## src/rtl/muldiv_unit.sv

```systemverilog
// Iterative RV32M multiply/divide unit: one shift-add or restoring-subtract step per clock.
module muldiv_unit #(
    parameter int unsigned DATA_WIDTH    = 32,
    parameter int unsigned OPCODE_LENGTH = 3
) (
    input  logic                     clk,
    input  logic                     reset,
    input  logic                     flush,
    input  logic                     in_valid,
    output logic                     in_ready,
    input  logic [DATA_WIDTH-1:0]    SrcA,
    input  logic [DATA_WIDTH-1:0]    SrcB,
    input  logic [OPCODE_LENGTH-1:0] Operation,
    output logic                     out_valid,
    input  logic                     out_ready,
    output logic [DATA_WIDTH-1:0]    Result,
    output logic                     busy
);
    localparam int unsigned W  = DATA_WIDTH;
    localparam int unsigned CW = $clog2(W);
    localparam logic [CW-1:0] LAST_STEP = CW'(W - 1);
    localparam logic [W-1:0]  MIN_VAL   = {1'b1, {(W-1){1'b0}}};

    typedef enum logic [1:0] {IDLE, CALC, DONE} state_t;

    state_t          state_q, state_d;
    logic [2:0]      op_q;
    logic [W-1:0]    a_mag_q, b_mag_q;
    logic            neg_q, a_neg_q;
    logic [2*W-1:0]  acc_q;
    logic [CW-1:0]   step_q;

    logic            accept, signed_a, signed_b, a_neg, b_neg;
    logic            div_zero, div_ovf, special;
    logic [W-1:0]    a_mag, b_mag, special_res, final_res;
    logic [W:0]      mul_sum, div_diff;
    logic [2*W-1:0]  mul_next, div_next, acc_step, prod;
    logic [W-1:0]    quo_f, rem_f;

    assign accept = in_valid && (state_q == IDLE) && !flush;

    // Operand signedness by opcode, magnitudes and special-case detection at acceptance
    always_comb begin
        signed_a = 1'b1;
        signed_b = 1'b1;
        case (Operation[2:0])
            3'b010:                 signed_b = 1'b0;
            3'b011, 3'b101, 3'b111: begin
                signed_a = 1'b0;
                signed_b = 1'b0;
            end
            default: ;
        endcase
        a_neg    = signed_a && SrcA[W-1];
        b_neg    = signed_b && SrcB[W-1];
        a_mag    = a_neg ? (~SrcA + W'(1)) : SrcA;
        b_mag    = b_neg ? (~SrcB + W'(1)) : SrcB;
        div_zero = Operation[2] && (SrcB == '0);
        div_ovf  = Operation[2] && !Operation[0] && (SrcA == MIN_VAL) && (SrcB == '1);
        special  = div_zero || div_ovf;
        if (div_zero) special_res = Operation[1] ? SrcA : '1;
        else          special_res = Operation[1] ? '0 : MIN_VAL;
    end

    // One iteration of shift-add multiply or restoring divide, plus final sign fix-up
    always_comb begin
        mul_sum  = {1'b0, acc_q[2*W-1:W]} + {1'b0, a_mag_q};
        mul_next = acc_q[0] ? {mul_sum, acc_q[W-1:1]} : {1'b0, acc_q[2*W-1:1]};
        div_diff = acc_q[2*W-1:W-1] - {1'b0, b_mag_q};
        div_next = div_diff[W] ? {acc_q[2*W-2:0], 1'b0}
                               : {div_diff[W-1:0], acc_q[W-2:0], 1'b1};
        acc_step = op_q[2] ? div_next : mul_next;
        prod     = neg_q ? (~acc_step + (2*W)'(1)) : acc_step;
        quo_f    = neg_q ? (~acc_step[W-1:0] + W'(1)) : acc_step[W-1:0];
        rem_f    = a_neg_q ? (~acc_step[2*W-1:W] + W'(1)) : acc_step[2*W-1:W];
        case (op_q)
            3'b000:                 final_res = prod[W-1:0];
            3'b001, 3'b010, 3'b011: final_res = prod[2*W-1:W];
            3'b100, 3'b101:         final_res = quo_f;
            default:                final_res = rem_f;
        endcase
    end

    // Next-state logic
    always_comb begin
        state_d = state_q;
        case (state_q)
            IDLE: if (accept) state_d = special ? DONE : CALC;
            CALC: begin
                if (flush)                    state_d = IDLE;
                else if (step_q == LAST_STEP) state_d = DONE;
            end
            DONE: if (flush || out_ready) state_d = IDLE;
            default: state_d = IDLE;
        endcase
    end

    // State register and state-decoded handshake outputs
    always_ff @(posedge clk) begin
        if (!reset) begin
            state_q   <= IDLE;
            in_ready  <= 1'b1;
            out_valid <= 1'b0;
            busy      <= 1'b0;
        end else begin
            state_q   <= state_d;
            in_ready  <= (state_d == IDLE);
            out_valid <= (state_d == DONE);
            busy      <= (state_d != IDLE);
        end
    end

    // Operand latch, iteration datapath and result register
    always_ff @(posedge clk) begin
        if (!reset) begin
            op_q    <= '0;
            a_mag_q <= '0;
            b_mag_q <= '0;
            neg_q   <= 1'b0;
            a_neg_q <= 1'b0;
            acc_q   <= '0;
            step_q  <= '0;
            Result  <= '0;
        end else begin
            case (state_q)
                IDLE: if (accept) begin
                    op_q    <= Operation[2:0];
                    a_mag_q <= a_mag;
                    b_mag_q <= b_mag;
                    neg_q   <= a_neg ^ b_neg;
                    a_neg_q <= a_neg;
                    acc_q   <= Operation[2] ? {{W{1'b0}}, a_mag} : {{W{1'b0}}, b_mag};
                    step_q  <= '0;
                    if (special) Result <= special_res;
                end
                CALC: if (!flush) begin
                    acc_q  <= acc_step;
                    step_q <= step_q + CW'(1);
                    if (step_q == LAST_STEP) Result <= final_res;
                end
                default: ;
            endcase
        end
    end
endmodule

```

## config.mk

```make
export PLATFORM = sky130hd
export DESIGN_NAME = muldiv_unit
export DESIGN_NICKNAME = d
export VERILOG_FILES = /design/src/rtl/muldiv_unit.sv
export SDC_FILE = /design/constraint.sdc
export NUM_CORES = 1
export LEC_CHECK = 0
export CORE_ASPECT_RATIO = 1.2
export CORE_UTILIZATION = 40
export CTS_BUF_LIST = sky130_fd_sc_hd__clkbuf_2 sky130_fd_sc_hd__clkbuf_4 sky130_fd_sc_hd__clkbuf_8
export DETAILED_ROUTE_END_ITERATION = 6
export PLACE_DENSITY = 0.58
export SLEW_MARGIN = 20
export SYNTH_ARGS = -nofsm -noshare
export SYNTH_HDL_FRONTEND = slang
export SYNTH_SLANG_ARGS = --single-unit
```

## constraint.sdc

```tcl
create_clock -name clk -period 6.5 [get_ports clk]
set_input_delay 1.3 -clock clk [delete_from_list [all_inputs] [get_ports clk]]
set_output_delay 1.3 -clock clk [all_outputs]
set_load 0.01 [all_outputs]
```

**Run 1: ports around the boundary**

Pins as bars across the die edge, other pins in gray.
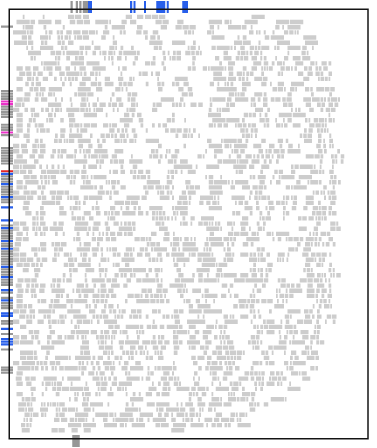
port	color	pins	direction	edge
in_ready	red	1	output	west
Result	blue	32	output	18 west, 14 north
Operation	magenta	3	input	west
Die Y: 225 um
I/O Buffers: 106
die width: 188 um

**Run 1: I/O nets highlighted**

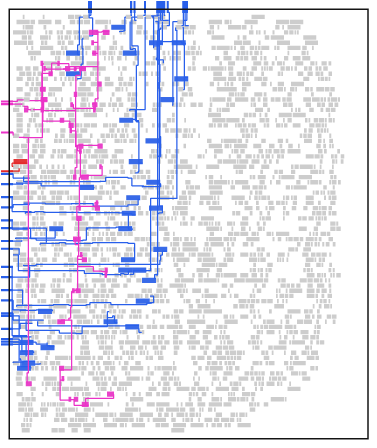
port	color	bits	direction	edge	end cells	buffers	wire
Operation	magenta	3	input	west	52	4	773 um
in_ready	red	1	output	west	1	1	15.9 um
Result	blue	32	output	18 west, 14 north	32	32	2140 um

**Run 1: clock network drawn from the DEF**

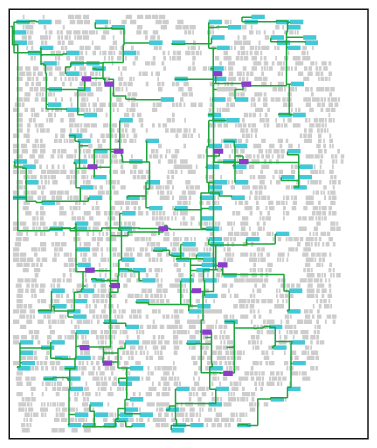
[cells driving clock nets] purple | count: 17
[clock wires] green | length: 2820 um
[flip-flops] cyan | count: 175
flops lie	widely spread

**Run 1: signal wires by layer**

Bar = 50 um.
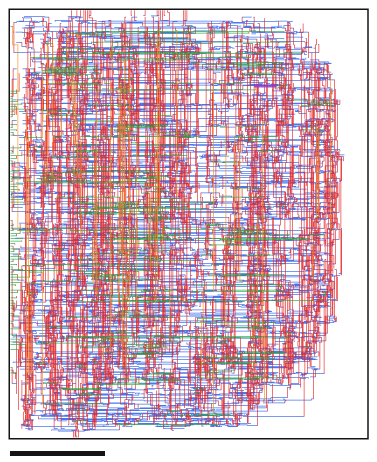
layer	color	wire length
met4	orange	3400 um
met1	blue	29.7 mm
met2	red	31.5 mm
met5	purple	10.1 um
met3	green	5670 um
wirelength, routed: 70300 um
GRT Total Usage: 32.8%

==> flow_summary_export.csv, run 1 <==
group,metric,value,unit
route,vias,17888,
status,outcome,"complete, no violations",
setup_path,crit_path_max_fanout,31,
sta,hold_viol_final,0,
cells_and_area,drive_above_1_share,7.14,%
die,rows,81,
logic_synthesis,ff_type,"dfxtp_1",
setup_path,r2r_cells,21,
setup_path,crit_start,"acc_q[31]",
logic_synthesis,top_area_share,21.1,%
cells_and_area,top_register,"acc_q",
global_route,grt_pass1_vias,16875,
cells_and_area,comb_cells,1886,
clocking,cts_buffers,17,
setup_path,path_buffers,5,
worst_hold_path,hp-start,"step_q[4]",
flow_run,maxCapViolCount,0,
sta,setup_viol,0,
cells_and_area,final_cell_area,18500,um2
clocking,postCtsSetupBuffers,0,
cells_and_area,inverters,77,
## run 1: placed cells by master (no fill, tap or decap), types with 30 or more instances in the layout
cell and instances:
ha_1 71, o21ai_0 151, nor2_1 275, o211ai_1 32, mux2i_1 44, buf_4 50
a21oi_1 185, nand2_1 217, inv_1 75, a31oi_1 43, xnor2_1 108, a211oi_1 87
o31ai_1 30, dfxtp_1 173, nor3_1 55, xor2_1 75, clkdlybuf4s50_1 105, nand4_1 32
a22oi_1 44
## run 1: power by group through the flow
| stage | Combinational [uW] | Clock [uW] | Sequential [uW] |
|---|---|---|---|
| global route | 1200 | 841 | 1180 |
| global placement | 1090 | 0 | 1190 |
| floorplan | 749 | 0 | 1170 |
| finish | 1120 | 795 | 1170 |
| CTS | 1100 | 805 | 1170 |
| detailed placement | 1090 | 0 | 1200 |
## run 1: logic make-up (layout without fill, tap and decap cells)
family                   after synthesis  count (layout)  share of synthesized area, %
AND-OR/OR-AND                        783             783                          31.5
XOR/XNOR                             185             185                          9.91
adder cells (fa/ha/maj)               73              73                          5.59
buffers and inverters                237             265                          5.73
flip-flops                           175             175                          21.1
multiplexers                          64              64                          4.03
other                                  0               1                             0
AND/OR/NAND/NOR                      781             781                          22.1
## run 1: layer usage
| metal | share of wire, % | vias up | global-route usage (%) | routed length [um] |
|---|---|---|---|---|
| met4 | 4.8 | 2 | 17.0 | 3400 |
| met3 | 8.1 | 134 | 5.59 | 5670 |
| met1 | 42 | 8490 | 42.4 | 29700 |
| li1 | - | 8472 | - | - |
| met5 | 0.014 | - | 0 | 10 |
| met2 | 45 | 790 | 52.3 | 31500 |
## run 1: metrics by stage
stage	setup WS (ns)	total power, uW
CTS	0.592	3080
finish	0.519	3090
global placement	0.654	2290
detailed placement	0.663	2290
global route	0.148	3220
floorplan	1.19	1920
==> inputs of run 2 (changes only) <==
- CORE_ASPECT_RATIO: 1.2 -> default
- CORE_UTILIZATION: 40 -> 34
- PLACE_DENSITY: 0.58 -> 0.51
==> run 2 against run 1 <==
Clock power is 1% higher. Clock skew increased by 0.0091 ns. Critical path depth stayed put. Synthesized cell count unchanged. Die area rose by 17%. Power up 2.9%. Utilization is 6.3 points lower. First-iteration DRC count is 1.1% lower. Clock-buffer cell count is 3 lower. Sequential share of layout area is 0.22 points lower. Critical path type unchanged.
==> flow_summary_export.csv, run 2 <==
group,metric,value,unit
global_route,use_met2,50.2,%
logic_synthesis,fp_nets,2443,
global_route,grt_util_met1,42.4,%
sta,hold_viol_final,0,
cells_and_area,lay_top_cells,"nor2_1, nand2_1, a21oi_1",
power_and_ir_drop,power.density,170,nW/um2
clocking,cts_tree,"yes",
die,rows,80,
logic_synthesis,top_area_share,21.1,%
clocking,cts_buffers,17,
route,vias,18361,
setup_path,path_buffers,3,
place,io_buffers,106,
die,die_y,223,um
clocking,postCtsSetupBuffers,0,
sta,fin_ws,0.487,ns
logic_synthesis,yosysWarnings,0,
route,drt-met1-wl,35500,um
cells_and_area,layout_top_cell,"nor2_1",
flow_run,maxCapViolCount,0,
route,route.met3.wl,5050,um
cells_and_area,drive_above_1_share,7.73,%
setup_path,crit_path_max_fanout,18,
route,wl_met2,35300,um
route,routed_wl,79100,um
logic_synthesis,edf_count,0,
global_route,grt_max_degree,82,
place,pre_cts_slack,0.613,ns
sta,setup_viol,0,
global_route,busiest_layer,"met2",
clocking,cts-root-buf,"clkbuf_8",
setup_path,cp_top_family,"AND-OR/OR-AND gates",
global_route,grt_use_met3,4.07,%
clocking,clock_latency,0.55,ns
clocking,ctsResizeCount,0,
sta,whs,0.470,ns
route,routed.top_layer,"met5",
sta,max_slew_margin,27.9,%
setup_path,endpoint_kind,"flop",
logic_synthesis,synthArstFlopShare,0,%
cells_and_area,top_register,"acc_q",
cells_and_area,final_cell_area,18700,um2
global_route,grt_usage,31.5,%
status,outcome,"complete, no violations",
logic_synthesis,synth_seq_share,21.1,%
global_route,grt_pass1_vias,17231,
logic_synthesis,ff_type,"dfxtp_1",
power_and_ir_drop,power_frac_clock,25.3,%
die,dieWidth,223,um
logic_synthesis,common_cells,"nor2_1, nand2_1, a21oi_1",
run 2: cell counts after synthesis:
No cell type changed its count.
run 2: power by group through the flow:
stage | Sequential [uW] | Clock (uW) | Combinational, uW
4_1_cts | 1170 | 815 | 1170
6_report | 1180 | 806 | 1200
5_1_grt | 1180 | 847 | 1270
2_1_floorplan | 1170 | 0 | 749
3_3_place_gp | 1200 | 0 | 1170
3_5_place_dp | 1200 | 0 | 1160
run 2: logic make-up (layout without fill, tap and decap cells):
group / Yosys count / count (layout) / share of synthesized area, %
AOI/OAI and AO/OA: 783 / 783 / 31.5
xor gates and xnor gates: 185 / 185 / 9.91
adders and majority gates: 73 / 73 / 5.59
buffers and inverters: 237 / 280 / 5.73
DFF: 175 / 175 / 21.1
muxes: 64 / 64 / 4.03
other: 0 / 1 / 0
and+or+nand+nor: 781 / 781 / 22.1
run 2: through the flow:
step / std cells / utilization (%) / power, uW
final: 2957 / 39.0 / 3180
after global routing: 2956 / 39.0 / 3300
after CTS: 2955 / 39.0 / 3160
after detailed placement: 2923 / 38.2 / 2360
after global placement: 2923 / 38.2 / 2370
after floorplan: 2298 / - / 1920
run 2: layout make-up:
type / count / area, um2 / share of cell area [%]
multi-input cells: 1886 / 12200 / 65.3
flip-flops and latches: 175 / 3510 / 18.8
repair buffers: 171 / 1560 / 8.34
well taps: 615 / 769 / 4.11
inverters: 77 / 292 / 1.56
clock buffers: 17 / 234 / 1.25
clock inverters: 15 / 134 / 0.715
diodes: 1 / 2.50 / 0.0134
run 2: path summary, 6_finish.rpt:
kind,start,endpoint,slack (ns),depth (start not counted)
max reg2reg,acc_q[31],Result[26],0.49,21
max,acc_q[31],Result[26],0.49,21
min reg2reg,step_q[4],step_q[4],0.47,2
min,step_q[4],step_q[4],0.47,2
**Run 2: signal wires by layer**

Bar = 50 um.
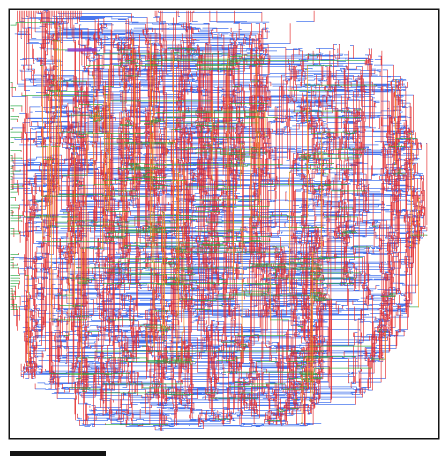
layer	color	wire length
met1	blue	35.5 mm
met2	red	35.3 mm
met4	orange	3250 um
met5	purple	13.8 um
met3	green	5050 um

**Run 2: I/O nets highlighted**

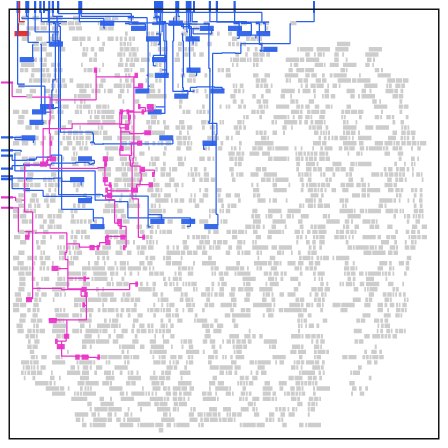
port	color	bits	direction	edge	end cells	buffers	wire
Operation	magenta	3	input	west	52	4	926 um
in_ready	red	1	output	north	1	1	17.9 um
Result	blue	32	output	26 north, 6 west	32	32	2110 um
IO Pins: 107

Power is estimated from default activity; no workload was simulated.
